$ cat src/rtl/alu_pkg.sv
// Shared definitions for the sequential 5-bit right-shift unit.
package alu_pkg;
  localparam int ALU_W     = 5;
  localparam int SHAMT_W   = 3;
  localparam int MAX_SHIFT = 5;

  typedef enum logic [1:0] {
    IDLE  = 2'd0,
    SHIFT = 2'd1,
    DONE  = 2'd2
  } state_e;
endpackage

$ cat src/rtl/alu_shr_seq_5bit.sv
// Sequential right shifter: one bit per clock, logical or arithmetic,
// with carry = last bit shifted out and a one-cycle done pulse.
module alu_shr_seq_5bit
  import alu_pkg::*;
(
  input  logic             clk,
  input  logic             rst_n,
  input  logic             start,
  input  logic             arith,
  input  logic [ALU_W-1:0] A,
  input  logic [ALU_W-1:0] B,
  output logic [ALU_W-1:0] R,
  output logic             CF,
  output logic             busy,
  output logic             done
);

  localparam logic [SHAMT_W-1:0] MAX_AMT = SHAMT_W'(MAX_SHIFT);

  state_e             state_q, state_d;
  logic [ALU_W-1:0]   r_q, r_d;
  logic               cf_q, cf_d;
  logic [SHAMT_W-1:0] cnt_q, cnt_d;
  logic               arith_q, arith_d;
  logic               busy_q, busy_d;
  logic               done_q, done_d;

  logic [SHAMT_W-1:0] amt_s;
  logic               fill_s;
  logic               unused_b_s;

  assign amt_s      = B[SHAMT_W-1:0];
  assign unused_b_s = ^B[ALU_W-1:SHAMT_W];
  // The sign bit never changes during an arithmetic shift, so it is its own fill.
  assign fill_s     = arith_q & r_q[ALU_W-1];

  // Next-state, datapath and counter logic.
  always_comb begin
    state_d = state_q;
    r_d     = r_q;
    cf_d    = cf_q;
    cnt_d   = cnt_q;
    arith_d = arith_q;
    case (state_q)
      IDLE: begin
        if (start) begin
          arith_d = arith;
          cf_d    = 1'b0;
          cnt_d   = amt_s;
          if (amt_s == {SHAMT_W{1'b0}}) begin
            r_d     = A;
            state_d = DONE;
          end else if (amt_s > MAX_AMT) begin
            r_d     = {ALU_W{arith & A[ALU_W-1]}};
            cnt_d   = {SHAMT_W{1'b0}};
            state_d = DONE;
          end else begin
            r_d     = A;
            state_d = SHIFT;
          end
        end else begin
          state_d = IDLE;
        end
      end
      SHIFT: begin
        r_d   = {fill_s, r_q[ALU_W-1:1]};
        cf_d  = r_q[0];
        cnt_d = cnt_q - {{(SHAMT_W-1){1'b0}}, 1'b1};
        if (cnt_q == {{(SHAMT_W-1){1'b0}}, 1'b1}) begin
          state_d = DONE;
        end else begin
          state_d = SHIFT;
        end
      end
      DONE: begin
        state_d = IDLE;
      end
      default: begin
        state_d = IDLE;
      end
    endcase
    busy_d = (state_d != IDLE);
    done_d = (state_d == DONE);
  end

  // State, operand, counter and registered output flops.
  always_ff @(posedge clk or negedge rst_n) begin
    if (!rst_n) begin
      state_q <= IDLE;
      r_q     <= {ALU_W{1'b0}};
      cf_q    <= 1'b0;
      cnt_q   <= {SHAMT_W{1'b0}};
      arith_q <= 1'b0;
      busy_q  <= 1'b0;
      done_q  <= 1'b0;
    end else begin
      state_q <= state_d;
      r_q     <= r_d;
      cf_q    <= cf_d;
      cnt_q   <= cnt_d;
      arith_q <= arith_d;
      busy_q  <= busy_d;
      done_q  <= done_d;
    end
  end

  assign R    = r_q;
  assign CF   = cf_q;
  assign busy = busy_q;
  assign done = done_q;

endmodule

$ cat config.mk
export PLATFORM = sky130hd
export DESIGN_NAME = alu_shr_seq_5bit
export DESIGN_NICKNAME = d
export VERILOG_FILES = /design/src/rtl/alu_pkg.sv /design/src/rtl/alu_shr_seq_5bit.sv
export SDC_FILE = /design/constraint.sdc
export NUM_CORES = 1
export LEC_CHECK = 0
export CAP_MARGIN = 30
export CORE_MARGIN = 8
export CORE_UTILIZATION = 40
export DETAILED_ROUTE_END_ITERATION = 8
export PLACE_DENSITY = 0.72
export REMOVE_ABC_BUFFERS = 1
export SYNTH_ARGS = -nofsm -noshare
export SYNTH_HDL_FRONTEND = slang
export SYNTH_SLANG_ARGS = --single-unit
$ cat constraint.sdc
create_clock -name clk -period 1.1 [get_ports clk]
set_input_delay 0.22 -clock clk [delete_from_list [all_inputs] [get_ports clk]]
set_output_delay 0.22 -clock clk [all_outputs]
set_load 0.005 [all_outputs]
==> CHANGELOG.md, run 1 <==
## Flow update

* Final min period at approximately 1.2 ns
* RSZ-0062 raised after global routing: yes
* Post-CTS Hold Buffers at 0
* I/O pin count at 22
* Largest net degree at the start of global routing at 15
* Peak supply drop at 1.42 mV
* Yosys Chip Area at roughly 740 µm²
* PwrDens at 2840 mW/mm²
* Post-synthesis sequential area ratio at 47.1%
* Met2 WL at 1130 µm
* Gate Area at 383 µm²
* Max Freq at 856 MHz
* Hold Crit Class: in2async
* Critical path class: in2reg
* P_leak at 0.553 nW
* Die Height at 59.1 µm
* Detail Route met3 WL at ~80 µm
* Synth Register Bits at 14
* Number of port buffers at 19
* Synth area leaders: dfrtp_1, inv_1, nand2_1
* Clk sinks at 14
* Synth Flop Type: dfrtp_1
* Synth-to-layout area growth at 55.5%
* Worst reg2reg endpoint: arith_q$_DFFE_PN0P_
* Pre-antenna DRT Iters at 4
* Worst setup margin at -0.0688 ns
* Maxcap violations at 0
* Global route overflow at 0
* Dominant cell area share at 47.1%
* GPL Wtd Cong at 0.791
* Worst path arrival time at 1.36 ns
* CTS tree: yes
* Worst Path Required at 1.29 ns
* Syn. warnings at 0
* R2R depth at 3
* First-pass GRT wire length at 3510 µm
* Tool warnings at 30
* Slew margin rel. at between 70% and 80%
* Final hold vios at 0
* Post-synth top cells: dfrtp_1, inv_1, nand2_1, nor2_1, buf_6
* Most frequent cell after synthesis: dfrtp_1
* Core Region at around 0.0017 mm²
* Distinct cells, synth at 27
* Routed vias/inst at 5.01
* Syn avg cell area at 10.5 µm²
* Failing checks: setup timing
* Antenna violations before repair at 0
* Non-Filler Instances at 137
* Async S/R FF share, synth at 100%
* Chip area at 0.00350 mm²
* Max FO, Critical Path at 5
* Max Transition Viols Final at 0
* CP startpoint kind: input port
* Drt drc at 0
* Reg-to-reg slack, setup at -0.07 ns
* Top Layer Used: met4
* EDFF count, synth at 0
* Fill cells at 143
* CTS max path bufs at 2
* DRT iter0 DRCs at 17
* # Cells Yosys at between 70 and 80
* Final setup violation count at 11
* Die X at roughly 60 µm
* Worst r2r src: state_q[0]$_DFF_PN0_
* Post-detail-place hpwl at 1540 µm
* Cell area after synthesis at approximately 740 µm²
* Row cnt at 15
* Ant diodes at 0
* Dpl ws at -0.440 ns
* CTS root buf: clkbuf_4
* Vias in the first global route at 740
* Final Cycle Share at 106%
* Fraction of layout cells with a size suffix above 1 at 46.4%
* Clock slew at reported path FFs at 0.08 ns
* Setup TNS at -0.410 ns
* H-tree Lvls at 1
* Init Core Util at 42.7%
* Status: finished with violations
* Synth Instances at 71
* Total global-route track usage at a little over an eighth
* DRT met1 WL at 882 µm
* Placed Cells at ~130
* Final antenna-violating net count at 0
* CP Capture Type: flop
* TritonCTS Buffers at 3
* Worst slew pin tran at between 0.2 and 0.3 ns
* Synth area leader: dfrtp_1
* Final layout net count at 129
-- run 1: cells by family after synthesis --
group,share of synthesized area [%]
buffers and inverters,10.1
muxes,1.51
and+or+nand+nor,15.1
DFF,47.1
adders and majority gates,3.36
AOI/OAI and AO/OA,22.9
-- run 1: worst max-delay path, stage by stage --
cell,delay (ns)
clkdlybuf4s50_1,0.54
o21bai_4,0.13
buf_2,0.19
a221oi_2,0.28
-- run 1: worst max-delay path by stage --
stage                                    start                   end  slack, ns  cells past startpoint
final                                    start      R[0]$_DFFE_PN0P_      -0.07                      4
after CTS                 state_q[0]$_DFF_PN0_   arith_q$_DFFE_PN0P_      -0.07                      3
after global placement                   arith      R[2]$_DFFE_PN0P_      -0.37                      5
after floorplan           state_q[0]$_DFF_PN0_   arith_q$_DFFE_PN0P_      -0.25                      3
after detailed placement                  B[2]      R[3]$_DFFE_PN0P_      -0.44                      5
after global routing      state_q[0]$_DFF_PN0_  cnt_q[2]$_DFFE_PN0P_      -0.11                      4
-- run 1: routing by layer --
metal / track usage (%) / vias to the layer above
met1: 14.2 / 331
li1: - / 334
met5: 0 / -
met3: 3.69 / 2
met2: 22.9 / 19
met4: 8.53 / 0
-- run 1: power breakdown --
part           switching, W  internal (W)  total [W]
Combinational      0.000911       0.00107    0.00198
Clock              0.000165      0.000201   0.000366
Sequential         0.000166      0.000776   0.000941
-- run 1: metrics by stage --
step	power [W]	hold WS, ns	utilization, %	instance area [µm²]
CTS	0.00323	0.230	66.1	1150
finish	0.00329	0.236	66.3	1160
global placement	0.00263	0.467	61.1	1070
global route	0.00355	0.237	66.3	1160
detailed placement	0.00272	0.475	61.1	1070
floorplan	0.00176	-0.0756	-	711
-- run 1: cells in the final DEF, fill, tap and decap left out, types with 2 or more instances in the layout --
master,Yosys,routed
a221oi_2,2,4
buf_4,0,17
clkdlybuf4s50_1,0,9
nand2_2,0,2
o22ai_1,2,2
dfrtp_1,14,13
buf_6,3,3
dlygate4sd2_1,0,2
inv_1,11,11
nand2_1,9,7
buf_2,0,4
a32oi_1,2,2
nor2_1,4,4
clkbuf_4,0,3
clkbuf_2,0,5
ha_1,2,2
o2bb2ai_2,0,2
-- run 1: registers in the layout, indices dropped and copies added (netlist names) --
register  count
R             5
cnt_q         3
state_q       2
CF            1
arith_q       1
busy          1
done          1
-- run 1: timing repair --
action,in CTS,in global routing
gates resized,37,10
endpoints found under the setup margin,20,18
buffers inserted,3,0
cloned,0,1
endpoints found under the hold margin,0,0
pin swaps,1,0
-- run 1: layout make-up --
cell class,count,share of cell area [%]
Tap cell,25,2.70
Clock buffer,4,3.14
Timing Repair Buffer,40,27.1
Sequential cell,14,30.4
Inverter,11,3.57
Multi-Input combinational cell,43,33.1
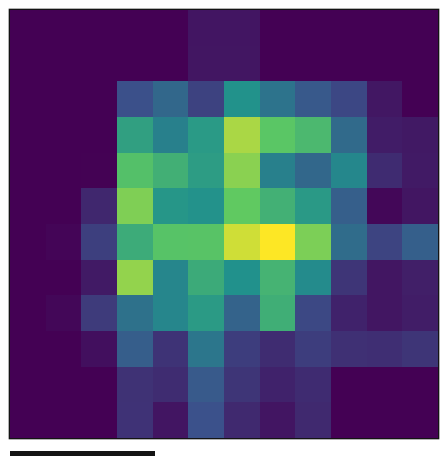
*Routed metal per tile, run 1*
The bar under the picture is 20 µm long. 12 x 12 tiles, from dark purple (low) to yellow (high), scaled to the fullest tile. Values are wire area over tile area, all layers added.
tiles over half the peak = 19%
emptiest ninth of the die = north-west
fullest tile = 0.43
mean over tiles = 0.095
Vias: 686
wirelength, routed: 2130 µm
Avg WL per Cell: 15.6 µm

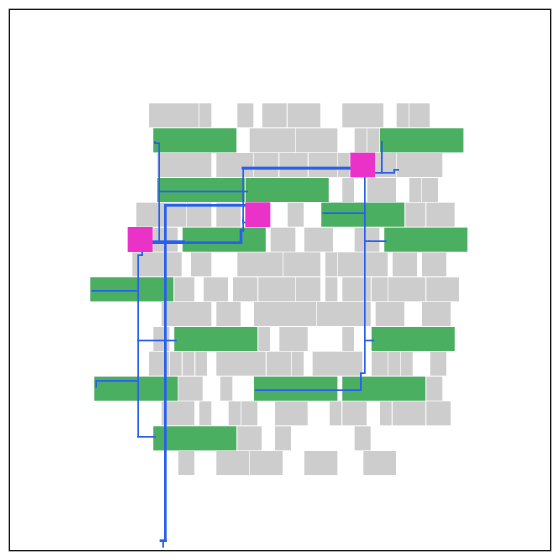
*Clock wires, drivers and flops, run 1*
flip-flops -> green  # count 14
clock drivers -> magenta  # count 3
clock wires -> blue  # length 198 µm
routed clock nets = 4
Clock Skew: 0.00204 ns
power in the clock group: 0.000366 W
Skew-Pair Late Insertion Delay: 0.28 ns
clock network fraction of total power: 11.1%

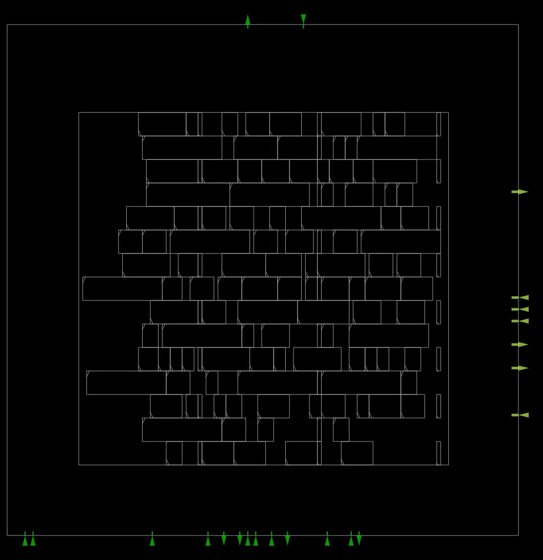
*Cell outlines without signal wires, run 1*
final core utilization: 66.3%
Seq cells: 14

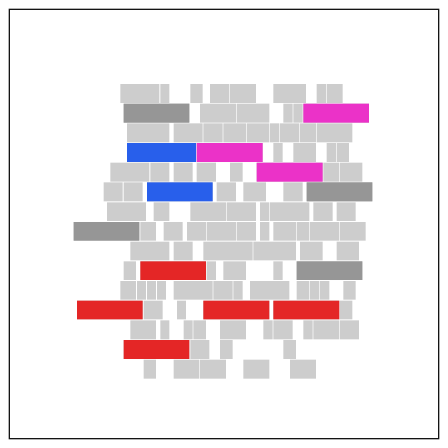
*Sequential cells coloured by netlist name, run 1*
Other sequential cells in the stronger grey, the rest of the logic in the fainter grey.
cnt_q -> magenta  # sequential cells 3
R -> red  # sequential cells 5
state_q -> blue  # sequential cells 2
not coloured = 4
flip-flop and latch area: 352 µm²
reported sequential group power: 0.000941 W
Seq area share: 30.4%

==> run 2: changes to the inputs <==
Settings changed: CAP_MARGIN 30 to 0.
==> run 2 against run 1 <==
Effect of this change:
- the run still ends with setup timing left
- final cell count unchanged
- sequential share of layout area unchanged
- via count unchanged
- final area unchanged
- global-route usage unchanged
- hold slack unchanged
- sequential cell count unchanged
- worst setup slack unchanged
- combinational power about the same
- clock power about the same
- power unchanged
- register-to-register slack about the same
- largest cell class unchanged
==> CHANGELOG.md, run 2 <==
## Flow update

* Dominant cell area share at 47.1% (unchanged)
* Row cnt at 15 (unchanged)
* Post-synth top cells: dfrtp_1, inv_1, nand2_1, nor2_1, buf_6 (unchanged)
* Final min period at 1.17 ns (unchanged)
* Global route overflow at 0 (unchanged)
* Peak supply drop at 1.42 mV (unchanged)
* Die Height at 59.1 µm (unchanged)
* Worst setup margin at -0.0688 ns (unchanged)
* Synth Register Bits at 14 (unchanged)
* Antenna violations before repair at 0 (unchanged)
* Skew-Pair Late Insertion Delay at 0.28 ns (about the same)
* CP max stage cell: clkdlybuf4s50_1 (unchanged)
* Crit path cell chain: clkdlybuf4s50_1, o21bai_4, buf_2, a221oi_2 (unchanged)
* Critical path class: in2reg (unchanged)
* Slew margin rel. at 80.0% (unchanged)
* Syn. warnings at 0 (unchanged)
* Net Sw Frac at 37.7% (unchanged)
* Final setup violation count at 11 (unchanged)
* I/O pin count at 22 (unchanged)
* Final layout net count at 129 (unchanged)
* Maxcap violations at 0 (unchanged)
* Clock slew at reported path FFs at 0.08 ns (about the same)
* Synth-to-layout area growth at 55.5% (unchanged)
* Avg WL per Cell at 15.6 µm (unchanged)
* CP Capture Type: flop (unchanged)
* Init Core Util at 42.7% (unchanged)
* Gate Area at 383 µm² (unchanged)
* Synth Instances at 71 (unchanged)
* Crit path largest cell delay at 0.54 ns (about the same)
* Psw at 0.00124 W (unchanged)
* Worst slew pin tran at 0.299 ns (unchanged)
* Post-synthesis sequential area ratio at 47.1% (unchanged)
* Max Freq at 856 MHz (unchanged)
* Clock Skew at 0.00204 ns (unchanged)
* Syn avg cell area at 10.5 µm² (unchanged)
* Synth Flop Type: dfrtp_1 (unchanged)
* Drt drc at 0 (unchanged)
* Max reg flops at 5 (unchanged)
* Final Cycle Share at 106% (unchanged)
* TritonCTS Buffers at 3 (unchanged)
* Cell area after synthesis at 744 µm² (unchanged)
* Distinct cells, synth at 27 (unchanged)
* Yosys Chip Area at 744 µm² (unchanged)
* Comb power frac at 60.3% (about the same)
* Hold Crit Class: in2async (unchanged)
* Hold_ws at 0.236 ns (unchanged)
* Ant diodes at 0 (unchanged)
* Pre-antenna DRT Iters at 4 (unchanged)
* Seq pwr share at 28.6% (about the same)
* Worst Path Required at 1.29 ns (about the same)
* Dpl ws at -0.440 ns (unchanged)
* Post-CTS Hold Buffers at 0 (unchanged)
* Final antenna-violating net count at 0 (unchanged)
* Final hold vios at 0 (unchanged)
* Top cells excl fill/tap: buf_4, dfrtp_1, inv_1 (unchanged)
* Synth area leader: dfrtp_1 (unchanged)
* Failing checks: setup timing (unchanged)
* Clock network fraction of total power at 11.1% (about the same)
* CTS tree: yes (unchanged)
* Flip-flop and latch area at 352 µm² (unchanged)
* CTS max path bufs at 2 (unchanged)
* Most numerous logic cell after layout: buf_4 (unchanged)
* Number of port buffers at 19 (unchanged)
* Int Power at 0.00205 W (unchanged)
* CTS root buf: clkbuf_4 (unchanged)
* Chip area at 0.00350 mm² (unchanged)
* Worst path top cell family by delay: buffers and inverters (unchanged)
* Die X at 59.1 µm (unchanged)
* PwrDens at 2840 mW/mm² (unchanged)
* Max FO, Critical Path at 5 (unchanged)
* Vias in the first global route at 740 (unchanged)
* # Cells Yosys at 71 (unchanged)
* GPL Wtd Cong at 0.791 (unchanged)
* CP startpoint kind: input port (unchanged)
* Tool warnings at 30 (unchanged)
* Crit path buffers/inverters at 2 (unchanged)
* Fraction of layout cells with a size suffix above 1 at 46.4% (unchanged)
* Routed vias/inst at 5.01 (unchanged)
* RSZ-0062 raised after global routing: yes (unchanged)
* Clk sinks at 14 (unchanged)
* Largest net degree at the start of global routing at 15 (unchanged)
* Vias at 686 (unchanged)
* Status: finished with violations (unchanged)
* Async S/R FF share, synth at 100% (unchanged)
* First-pass GRT wire length at 3510 µm (unchanged)
* Synth area leaders: dfrtp_1, inv_1, nand2_1 (unchanged)
* Max Transition Viols Final at 0 (unchanged)
* Most frequent cell after synthesis: dfrtp_1 (unchanged)
* DRT iter0 DRCs at 17 (unchanged)
* Design Power at 0.00329 W (unchanged)
* P_leak at 0.553 nW (unchanged)
* Post-detail-place hpwl at 1540 µm (unchanged)
* Placed Cells at 130 (unchanged)
* Wirelength, routed at 2130 µm (unchanged)
* H-tree Lvls at 1 (unchanged)
* EDFF count, synth at 0 (unchanged)
* Worst path arrival time at 1.36 ns (about the same)
## run 2: area by class of cell
cell class | count | share of cell area (%)
Multi-Input combinational cell | 43 | 33.1
Sequential cell | 14 | 30.4
Timing Repair Buffer | 40 | 27.1
Inverter | 11 | 3.57
Clock buffer | 4 | 3.14
Tap cell | 25 | 2.70
## run 2: logic make-up after synthesis
group                      after synthesis  synth area share [%]
DFF                                     14                  47.1
and+or+nand+nor                         22                  15.1
muxes                                    1                  1.51
adders and majority gates                2                  3.36
AOI/OAI and AO/OA                       18                  22.9
buffers and inverters                   14                  10.1
## run 2: final timing paths
| kind | from | end | slack [ns] | cells after the start |
|---|---|---|---|---|
| min | rst_n | R[1]$_DFFE_PN0P_ | 0.24 | 2 |
| min in group clk | CF$_DFFE_PN0P_ | CF$_DFFE_PN0P_ | 0.49 | 2 |
| max in group asynchronous | rst_n | state_q[0]$_DFF_PN0_ | 0.68 | 2 |
| max | start | R[0]$_DFFE_PN0P_ | -0.07 | 4 |
| max reg2reg | state_q[0]$_DFF_PN0_ | arith_q$_DFFE_PN0P_ | -0.07 | 3 |
| min reg2reg | CF$_DFFE_PN0P_ | CF$_DFFE_PN0P_ | 0.49 | 2 |
## run 2: worst reg2reg max path: cells and delay by family, from the launching register on
family / cells / cell delay [ns]
DFF: 1 / 0.46
muxes: 1 / 0.31
and+or+nand+nor: 1 / 0.14
buffers and inverters: 1 / 0.15
## run 2: routing by layer
layer / share of wire (%) / GRT usage, % / vias up
met5: 0 / 0 / -
met4: 1.7 / 8.53 / 0
met3: 3.8 / 3.69 / 2
met2: 53 / 22.9 / 19
met1: 41 / 14.2 / 331
li1: - / - / 334
## run 2: what timing repair did
| action | in CTS | in global routing |
|---|---|---|
| gates cloned | 0 | 1 |
| pin swaps | 1 | 0 |
| setup endpoints to repair | 20 | 18 |
| resized | 37 | 10 |
| buffers inserted | 3 | 0 |
## run 2: metrics by stage
step / instance area, µm² / setup TNS [ns] / util (%)
floorplan: 711 / -1.26 / -
global placement: 1070 / -4.28 / 61.1
detailed placement: 1070 / -4.68 / 61.1
CTS: 1150 / -0.348 / 66.1
global route: 1160 / -1.04 / 66.3
finish: 1160 / -0.410 / 66.3
## run 2: power by group through the flow
stage          clock network, W  logic [W]  registers [W]
2_1_floorplan                 0   0.000778       0.000981
3_3_place_gp                  0    0.00171       0.000926
3_5_place_dp                  0    0.00178       0.000938
4_1_cts                0.000386    0.00191       0.000927
5_1_grt                0.000416    0.00216       0.000973
6_report               0.000366    0.00198       0.000941
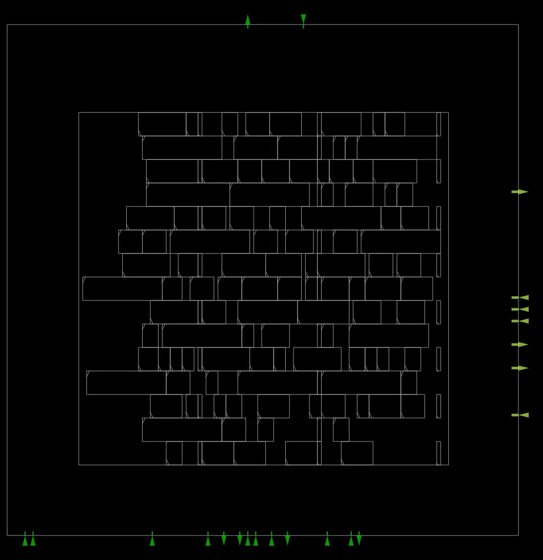
*Cell outlines without signal wires, run 2*
Non-Filler Instances: 137
Core Region: 0.00175 mm²
Fill cells: 143
Tap Cells: 25

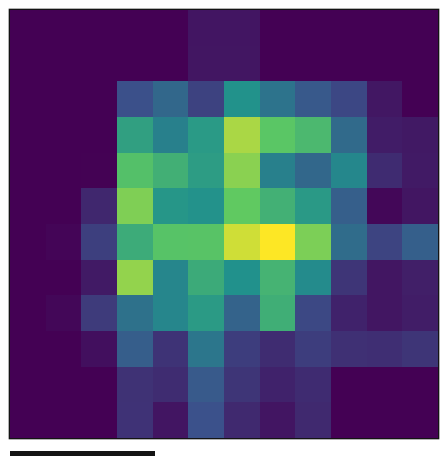
*Routed metal per tile, run 2*
The bar under the picture is 20 µm long. 12 x 12 tiles, from dark purple (low) to yellow (high), scaled to the fullest tile. Values are wire area over tile area, all layers added.
total global-route track usage: 13.4%

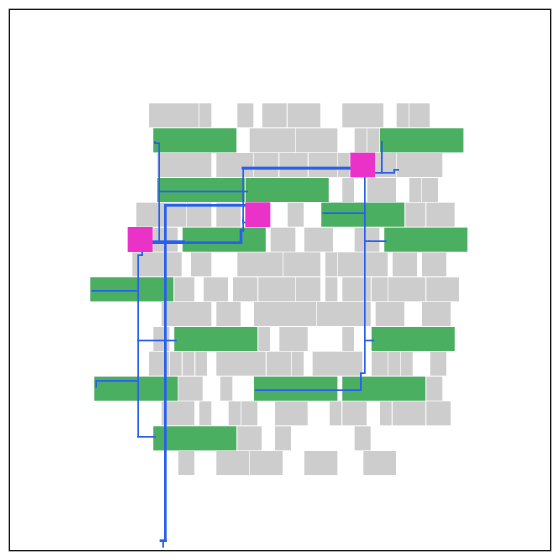
*Clock wires, drivers and flops, run 2*
clock drivers -> magenta  # count 3
flip-flops -> green  # count 14
clock wires -> blue  # length 198 µm
routed clock nets = 4

Power figures rest on the tool's default switching activity, not on a simulated workload.
